==> src/rtl/n64_poll_engine_if.sv <==
// n64_poll_engine_if: request/response and single-wire line bundle for the
// N64 controller poll engine.
//   start, cmd     : one-cycle transaction request and command byte
//   pin_in         : raw level of the shared single-wire line
//   pin_drive_low  : 1 = engine pulls the line low, 0 = released
//   busy, done     : transaction in progress / one-cycle completion pulse
//   rx_data        : 32-bit controller response, first received bit in [31]
//   timeout        : last transaction ended without a controller reply
// master = requester/line side, slave = engine.
interface n64_poll_engine_if;
    logic        start;
    logic [7:0]  cmd;
    logic        pin_in;
    logic        pin_drive_low;
    logic        busy;
    logic        done;
    logic [31:0] rx_data;
    logic        timeout;

    modport master (
        output start, cmd, pin_in,
        input  pin_drive_low, busy, done, rx_data, timeout
    );

    modport slave (
        input  start, cmd, pin_in,
        output pin_drive_low, busy, done, rx_data, timeout
    );
endinterface

==> src/rtl/n64_poll_engine.sv <==
// n64_poll_engine: sends one command byte on the N64 single-wire bus and
// collects the 32-bit controller reply, with a reply timeout.
// Ports:
//   PCLK   : single clock
//   PRESET : synchronous active-high reset
//   bus    : n64_poll_engine_if.slave (start/cmd in, line in/out,
//            busy/done/rx_data/timeout out)
// Parameters:
//   US_CYCLES  : PCLK cycles per microsecond
//   TIMEOUT_US : maximum wait for a controller falling edge, in microseconds
// Build option:
//   N64_RX_GLITCH_FILTER_EN : adds a 3-sample majority filter after the
//   synchronizer (2 extra cycles of latency on the receive path).
module n64_poll_engine #(
    parameter int unsigned US_CYCLES  = 100,
    parameter int unsigned TIMEOUT_US = 200
) (
    input  logic             PCLK,
    input  logic             PRESET,
    n64_poll_engine_if.slave bus
);

    localparam int unsigned TIMEOUT_CYC = TIMEOUT_US * US_CYCLES;
    localparam int unsigned BIT_CYC     = 4 * US_CYCLES;
    localparam int unsigned CNT_MAX     = (TIMEOUT_CYC > BIT_CYC) ? TIMEOUT_CYC : BIT_CYC;
    localparam int unsigned CNT_W       = $clog2(CNT_MAX + 1);

    typedef enum logic [2:0] {
        IDLE,
        TX_BIT,
        TX_STOP,
        RX_WAIT,
        RX_BIT,
        RX_END,
        DONE
    } state_e;

    state_e           state_q;
    logic [CNT_W-1:0] cnt_q;
    logic [4:0]       bit_cnt_q;
    logic [7:0]       cmd_q;
    logic [31:0]      shift_q;
    logic [31:0]      rx_data_q;
    logic             pin_q;
    logic             busy_q;
    logic             done_q;
    logic             timeout_q;
    logic             sync1_q;
    logic             sync2_q;
    logic             line_prev_q;

    logic             line_c;
    logic             fall_c;
    logic             tx_bit_c;
    logic [CNT_W-1:0] low_last_c;

`ifdef N64_RX_GLITCH_FILTER_EN
    logic hist1_q;
    logic hist2_q;
    logic filt_q;

    // Registered majority of three consecutive samples: a single-cycle
    // glitch never wins the vote.
    always_ff @(posedge PCLK) begin
        if (PRESET) begin
            hist1_q <= 1'b0;
            hist2_q <= 1'b0;
            filt_q  <= 1'b0;
        end else begin
            hist1_q <= sync2_q;
            hist2_q <= hist1_q;
            filt_q  <= (sync2_q & hist1_q) | (sync2_q & hist2_q) | (hist1_q & hist2_q);
        end
    end

    assign line_c = filt_q;
`else
    assign line_c = sync2_q;
`endif

    assign fall_c     = line_prev_q & ~line_c;
    // Command is sent MSB first, so bit counter k selects cmd[7-k].
    assign tx_bit_c   = cmd_q[~bit_cnt_q[2:0]];
    // Last count value of the low phase: 1 us for a '1', 3 us for a '0'.
    assign low_last_c = tx_bit_c ? CNT_W'(US_CYCLES - 1) : CNT_W'(3 * US_CYCLES - 1);

    // Synchronizer, edge history and transaction state machine.
    always_ff @(posedge PCLK) begin
        if (PRESET) begin
            state_q     <= IDLE;
            cnt_q       <= '0;
            bit_cnt_q   <= '0;
            cmd_q       <= '0;
            shift_q     <= '0;
            rx_data_q   <= '0;
            pin_q       <= 1'b0;
            busy_q      <= 1'b0;
            done_q      <= 1'b0;
            timeout_q   <= 1'b0;
            sync1_q     <= 1'b0;
            sync2_q     <= 1'b0;
            line_prev_q <= 1'b0;
        end else begin
            sync1_q     <= bus.pin_in;
            sync2_q     <= sync1_q;
            line_prev_q <= line_c;
            done_q      <= 1'b0;

            case (state_q)
                IDLE: begin
                    if (bus.start) begin
                        cmd_q     <= bus.cmd;
                        busy_q    <= 1'b1;
                        cnt_q     <= '0;
                        bit_cnt_q <= '0;
                        timeout_q <= 1'b0;
                        pin_q     <= 1'b1;
                        state_q   <= TX_BIT;
                    end
                end

                TX_BIT: begin
                    if (cnt_q == CNT_W'(BIT_CYC - 1)) begin
                        cnt_q <= '0;
                        pin_q <= 1'b1;
                        if (bit_cnt_q == 5'd7) begin
                            state_q <= TX_STOP;
                        end else begin
                            bit_cnt_q <= bit_cnt_q + 5'd1;
                        end
                    end else begin
                        cnt_q <= cnt_q + CNT_W'(1);
                        pin_q <= (cnt_q < low_last_c);
                    end
                end

                TX_STOP: begin
                    if (cnt_q == CNT_W'(US_CYCLES - 1)) begin
                        pin_q     <= 1'b0;
                        cnt_q     <= '0;
                        bit_cnt_q <= '0;
                        state_q   <= RX_WAIT;
                    end else begin
                        cnt_q <= cnt_q + CNT_W'(1);
                    end
                end

                RX_WAIT: begin
                    if (fall_c) begin
                        cnt_q   <= '0;
                        state_q <= RX_BIT;
                    end else if (cnt_q == CNT_W'(TIMEOUT_CYC - 1)) begin
                        timeout_q <= 1'b1;
                        done_q    <= 1'b1;
                        state_q   <= DONE;
                    end else begin
                        cnt_q <= cnt_q + CNT_W'(1);
                    end
                end

                // The edge reached line_c one cycle before RX_BIT entry, so
                // count 2*US-2 lands the sample 2 us after the edge.
                RX_BIT: begin
                    if (cnt_q == CNT_W'(2 * US_CYCLES - 2)) begin
                        shift_q <= {shift_q[30:0], line_c};
                        cnt_q   <= '0;
                        if (bit_cnt_q == 5'd31) begin
                            state_q <= RX_END;
                        end else begin
                            bit_cnt_q <= bit_cnt_q + 5'd1;
                            state_q   <= RX_WAIT;
                        end
                    end else begin
                        cnt_q <= cnt_q + CNT_W'(1);
                    end
                end

                RX_END: begin
                    if (line_c) begin
                        rx_data_q <= shift_q;
                        done_q    <= 1'b1;
                        state_q   <= DONE;
                    end
                end

                DONE: begin
                    busy_q  <= 1'b0;
                    state_q <= IDLE;
                end

                default: state_q <= IDLE;
            endcase
        end
    end

    assign bus.pin_drive_low = pin_q;
    assign bus.busy          = busy_q;
    assign bus.done          = done_q;
    assign bus.rx_data       = rx_data_q;
    assign bus.timeout       = timeout_q;

endmodule

==> src/flat_wrapper.sv <==
// flat-port wrapper written by rule: the top's interface ports become plain ports
module n64_poll_engine_flat 
#(
    parameter int unsigned US_CYCLES  = 100,
    parameter int unsigned TIMEOUT_US = 200
)
  (PCLK, PRESET, bus_start, bus_cmd, bus_pin_in, bus_pin_drive_low, bus_busy, bus_done, bus_rx_data, bus_timeout);
  n64_poll_engine_if bus_i ();
  input  logic PCLK;
  input  logic PRESET;
  input wire logic [$bits(bus_i.start)-1:0] bus_start;
  input wire logic [$bits(bus_i.cmd)-1:0] bus_cmd;
  input wire logic [$bits(bus_i.pin_in)-1:0] bus_pin_in;
  output wire logic [$bits(bus_i.pin_drive_low)-1:0] bus_pin_drive_low;
  output wire logic [$bits(bus_i.busy)-1:0] bus_busy;
  output wire logic [$bits(bus_i.done)-1:0] bus_done;
  output wire logic [$bits(bus_i.rx_data)-1:0] bus_rx_data;
  output wire logic [$bits(bus_i.timeout)-1:0] bus_timeout;
  assign bus_i.start = bus_start;
  assign bus_i.cmd = bus_cmd;
  assign bus_i.pin_in = bus_pin_in;
  assign bus_pin_drive_low = bus_i.pin_drive_low;
  assign bus_busy = bus_i.busy;
  assign bus_done = bus_i.done;
  assign bus_rx_data = bus_i.rx_data;
  assign bus_timeout = bus_i.timeout;
  n64_poll_engine #(.US_CYCLES(US_CYCLES), .TIMEOUT_US(TIMEOUT_US)) u_core (.PCLK(PCLK), .PRESET(PRESET), .bus(bus_i));
endmodule
==> config.mk <==
export PLATFORM = sky130hd
export DESIGN_NAME = n64_poll_engine_flat
export DESIGN_NICKNAME = d
export VERILOG_FILES = /design/src/rtl/n64_poll_engine_if.sv /design/src/rtl/n64_poll_engine.sv /design/src/flat_wrapper.sv
export SDC_FILE = /design/constraint.sdc
export NUM_CORES = 1
export LEC_CHECK = 0
export CAP_MARGIN = 0
export CORE_MARGIN = 5
export CORE_UTILIZATION = 35
export CTS_CLUSTER_DIAMETER = 60
export DETAILED_ROUTE_END_ITERATION = 6
export HOLD_SLACK_MARGIN = 0.06
export SETUP_SLACK_MARGIN = 0.3
export SLEW_MARGIN = 20
export SYNTH_ARGS = -nofsm -noshare
export SYNTH_HDL_FRONTEND = slang
export SYNTH_SLANG_ARGS = --single-unit
==> constraint.sdc <==
create_clock -name PCLK -period 5.3 [get_ports PCLK]
set_clock_uncertainty 0.1 [all_clocks]
set_input_delay 1.59 -clock PCLK [delete_from_list [all_inputs] [get_ports PCLK]]
set_output_delay 1.59 -clock PCLK [all_outputs]
set_load 0.05 [all_outputs]
==> impl_metrics.ini <==
; flow metrics
[yosys]
ys_top_cells_by_area = dfxtp_1 47%, nand2_1 14%, a21oi_1 10%, clkbuf_1 3.0%, nor2_1 2.4%
fp_nets = 566
yosysTopAreaCell = dfxtp_1
synthesis.area_um2 = 4330
top_area_frac = 0.471
ys_seq_frac = 0.471
adder_share = 0.0202
ys_sh_mux = 0.0150
synthTopCellsByCount = 160 x nand2_1, 102 x dfxtp_1, 89 x a21oi_1, 35 x clkbuf_1, 28 x nor2_1
ys.flops = 102
yosysWarningCount = 0
synth.most_common_cell = nand2_1
synth_cell_types = 49
ys_chip_area_um2 = 4330
synth-simple-area-share = 0.284
xor_area_frac = 0.0222
yosys_cells = 547
synthAoiAreaFrac = 0.151
synthCells = 547
edf_count = 0
top_logic_kind = simple AND/OR/NAND/NOR gates
async_flop_share = 0

[finish]
inverters = 4
antenna_cells = 0
drive_above_1_share = 0.0642
area_growth_syn_to_layout_pct = 20.0
n_fill_cell = 1245
ff_latch_area_um2 = 2040
comb_cells = 404
design_area_um2 = 5200
ff_count = 102
sh_comb_area = 0.412
final-instance-count-excl-fill = 744
utilization = 0.431
buf_share = 0.0952
nets = 591
clk_share = 0.0572
mi_logic_area_um2 = 2140
clkbuf_count = 11
lay_top_cells = 160 x nand2_1, 102 x dfxtp_1, 89 x a21oi_1, 46 x clkdlybuf4s50_1, 28 x nor2_1
largest_class = combinational gates
seq_share = 0.392
buffers_excl_clock = 51

[worst_setup_path]
crit_path_max_fanout = 17
crit_path_end = u_core.cnt_q[13]$_SDFFE_PP0P_
worst_path_max_delay_cell = clkdlybuf4s50_1
r2r_cells = 6
cp_num_buf_inv = 1
crit_family = simple AND/OR/NAND/NOR gates
crit_chain = clkdlybuf4s50_1 > nor4_1 > nand2b_1 > o21ba_2 > or3b_2 > a21oi_1 > a21o_1
arrival_ns = 3.65
cp-end-kind = flop
timing.rr.start = u_core.cnt_q[10]$_SDFFE_PP0P_
worst-path-stages = 7
critical_path.max_stage_delay_ns = 0.57
crit_type = input port to flop
cp-start-kind = input port
rr_endpoint = u_core.cnt_q[12]$_SDFFE_PP0P_
worstPathRequired_ns = 5.48
timing.reg2reg.setup_slack_ns = 2.33

[sta]
report.final.slew_viol_count = 0
finalSetupViolations = 0
fmax_mhz = 288
max_slew_margin = 0.396
min_period_over_period = 0.654
tns_ns = 0
worst_pin_slew_ns = 0.901
rsz0062_at_grt = false
finalWorstSetupSlack_ns = 1.83
hold_violations = 0
layout_min_cycle_time_ns = 3.47

[placement]
dpl.hpwl_mm = 6.47
dp.cells = 729
place_ws_ns = 1.48
dpl_cell_area_um2 = 4900
numPortBuffers = 47
place.gp.congestion = 0.866

[power]
power_sequential_uw = 858
switching_share = 0.293
seqPwrFrac = 0.454
pg_clk_uw = 660
p_leak_nw = 1.76
power.internal_mw = 1.33
power.density_nw_per_um2 = 363
p_comb_uw = 370
p_total_mw = 1.89
pwr-share-clk = 0.349
ir_drop_uv = 192
net-switching-power_uw = 554
maxPowerGroup = registers
comb_power_share = 0.196

[flow_run]
warnings = 27

[floorplanning]
core_area_um2 = 12100
ios = 48
chipArea_um2 = 14700
fp-row-count = 40
chipWidth_um = 121
initCoreUtil = 0.359
taps = 168
dieHeight_um = 121

[outcome]
outcome = completed

[clock_tree]
cts_max_level = 3
clockBufferDepth = 2
cts_root_buf = clkbuf_16
cts_resized = 0
cts_buffers = 9
cts_hold_buf = 0
clk_pin_slew_ns = 0.06

[drt]
dr.pass1.iters = 5
drc = 0
wl_met3_um = 383
detail-route-antenna-nets = 0
met2WireLength_mm = 4.32
drt_iter0_drc = 226

[grt]
grt_start_max_net_pins = 48
met1_usage = 0.177
grt_first_pass_wirelength_mm = 16.4
grt.overflow.total = 0
track_usage = 0.135
grt_pass1_vias = 3500

[min_path]
holdPathEnd = u_core.line_c$_SDFF_PP0_
hold_class = flop to flop
holdPathStages = 1
holdCritStartpoint = u_core.sync1_q$_SDFF_PP0_
Fig. 1: M2 wires
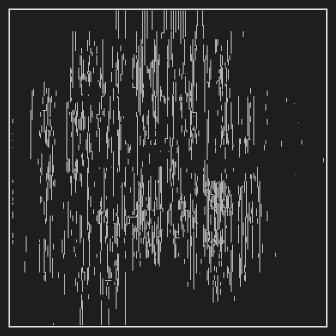
The layer holds 45% of the routed length. The wires run mostly vertical. The layer carries 4320 um of wire. 466 nets have wire on it.
GR met2 Demand/Resource: 0.212
via count of the routed design: 3723
drt total wl: 9.55 mm

Fig. 2: cell density map
Scale bar: 20 um. The die is cut into 12 by 12 equal tiles; black is low, pale yellow is high, 0 to 100% covered.
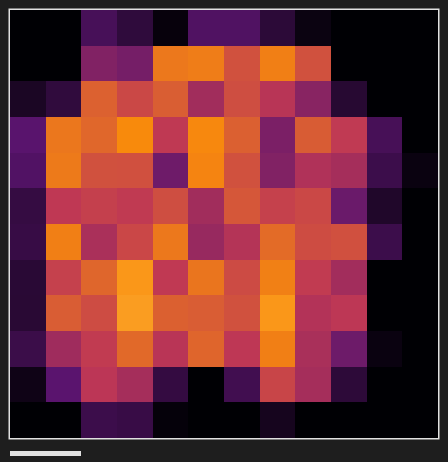
The densest ninth of the die: middle. The mean over all tiles is 34%. The fullest tile reaches 79%. 2.1% of the tiles are over 75% full.

Fig. 3: signal wires on met1
Scale bar: 20 um.
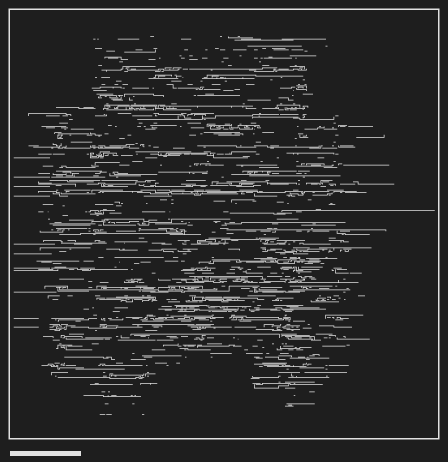
548 nets have wire on it. The longest straight run is 45.1 um.

Fig. 4: routed metal per tile
Scale bar: 20 um. The die is cut into 24 by 24 equal tiles; black is low, pale yellow is high, scaled to the fullest tile. Values are wire area over tile area, all layers added.
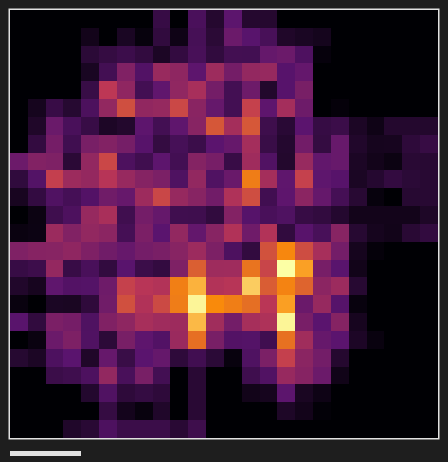
The mean over all tiles is 0.10. The emptiest ninth of the die: top right. 28% of the tiles are nearly empty. The fullest tile reaches 0.52. 6.8% of the tiles are over half the peak. The densest ninth of the die: middle.

Fig. 5: routing congestion map
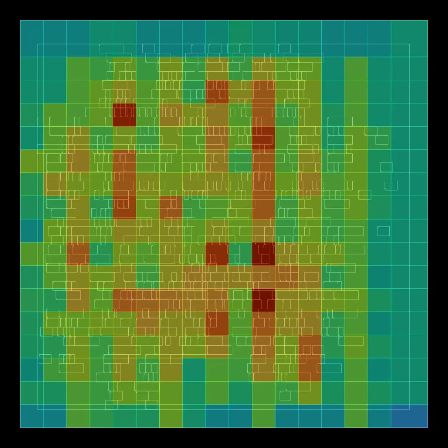
grt peak-use layer: met2
met3 global-route usage: 0.0275
detailed-route wire length per cell: 12.8 um

No activity file was given, so power comes from the tool's default toggle rates.
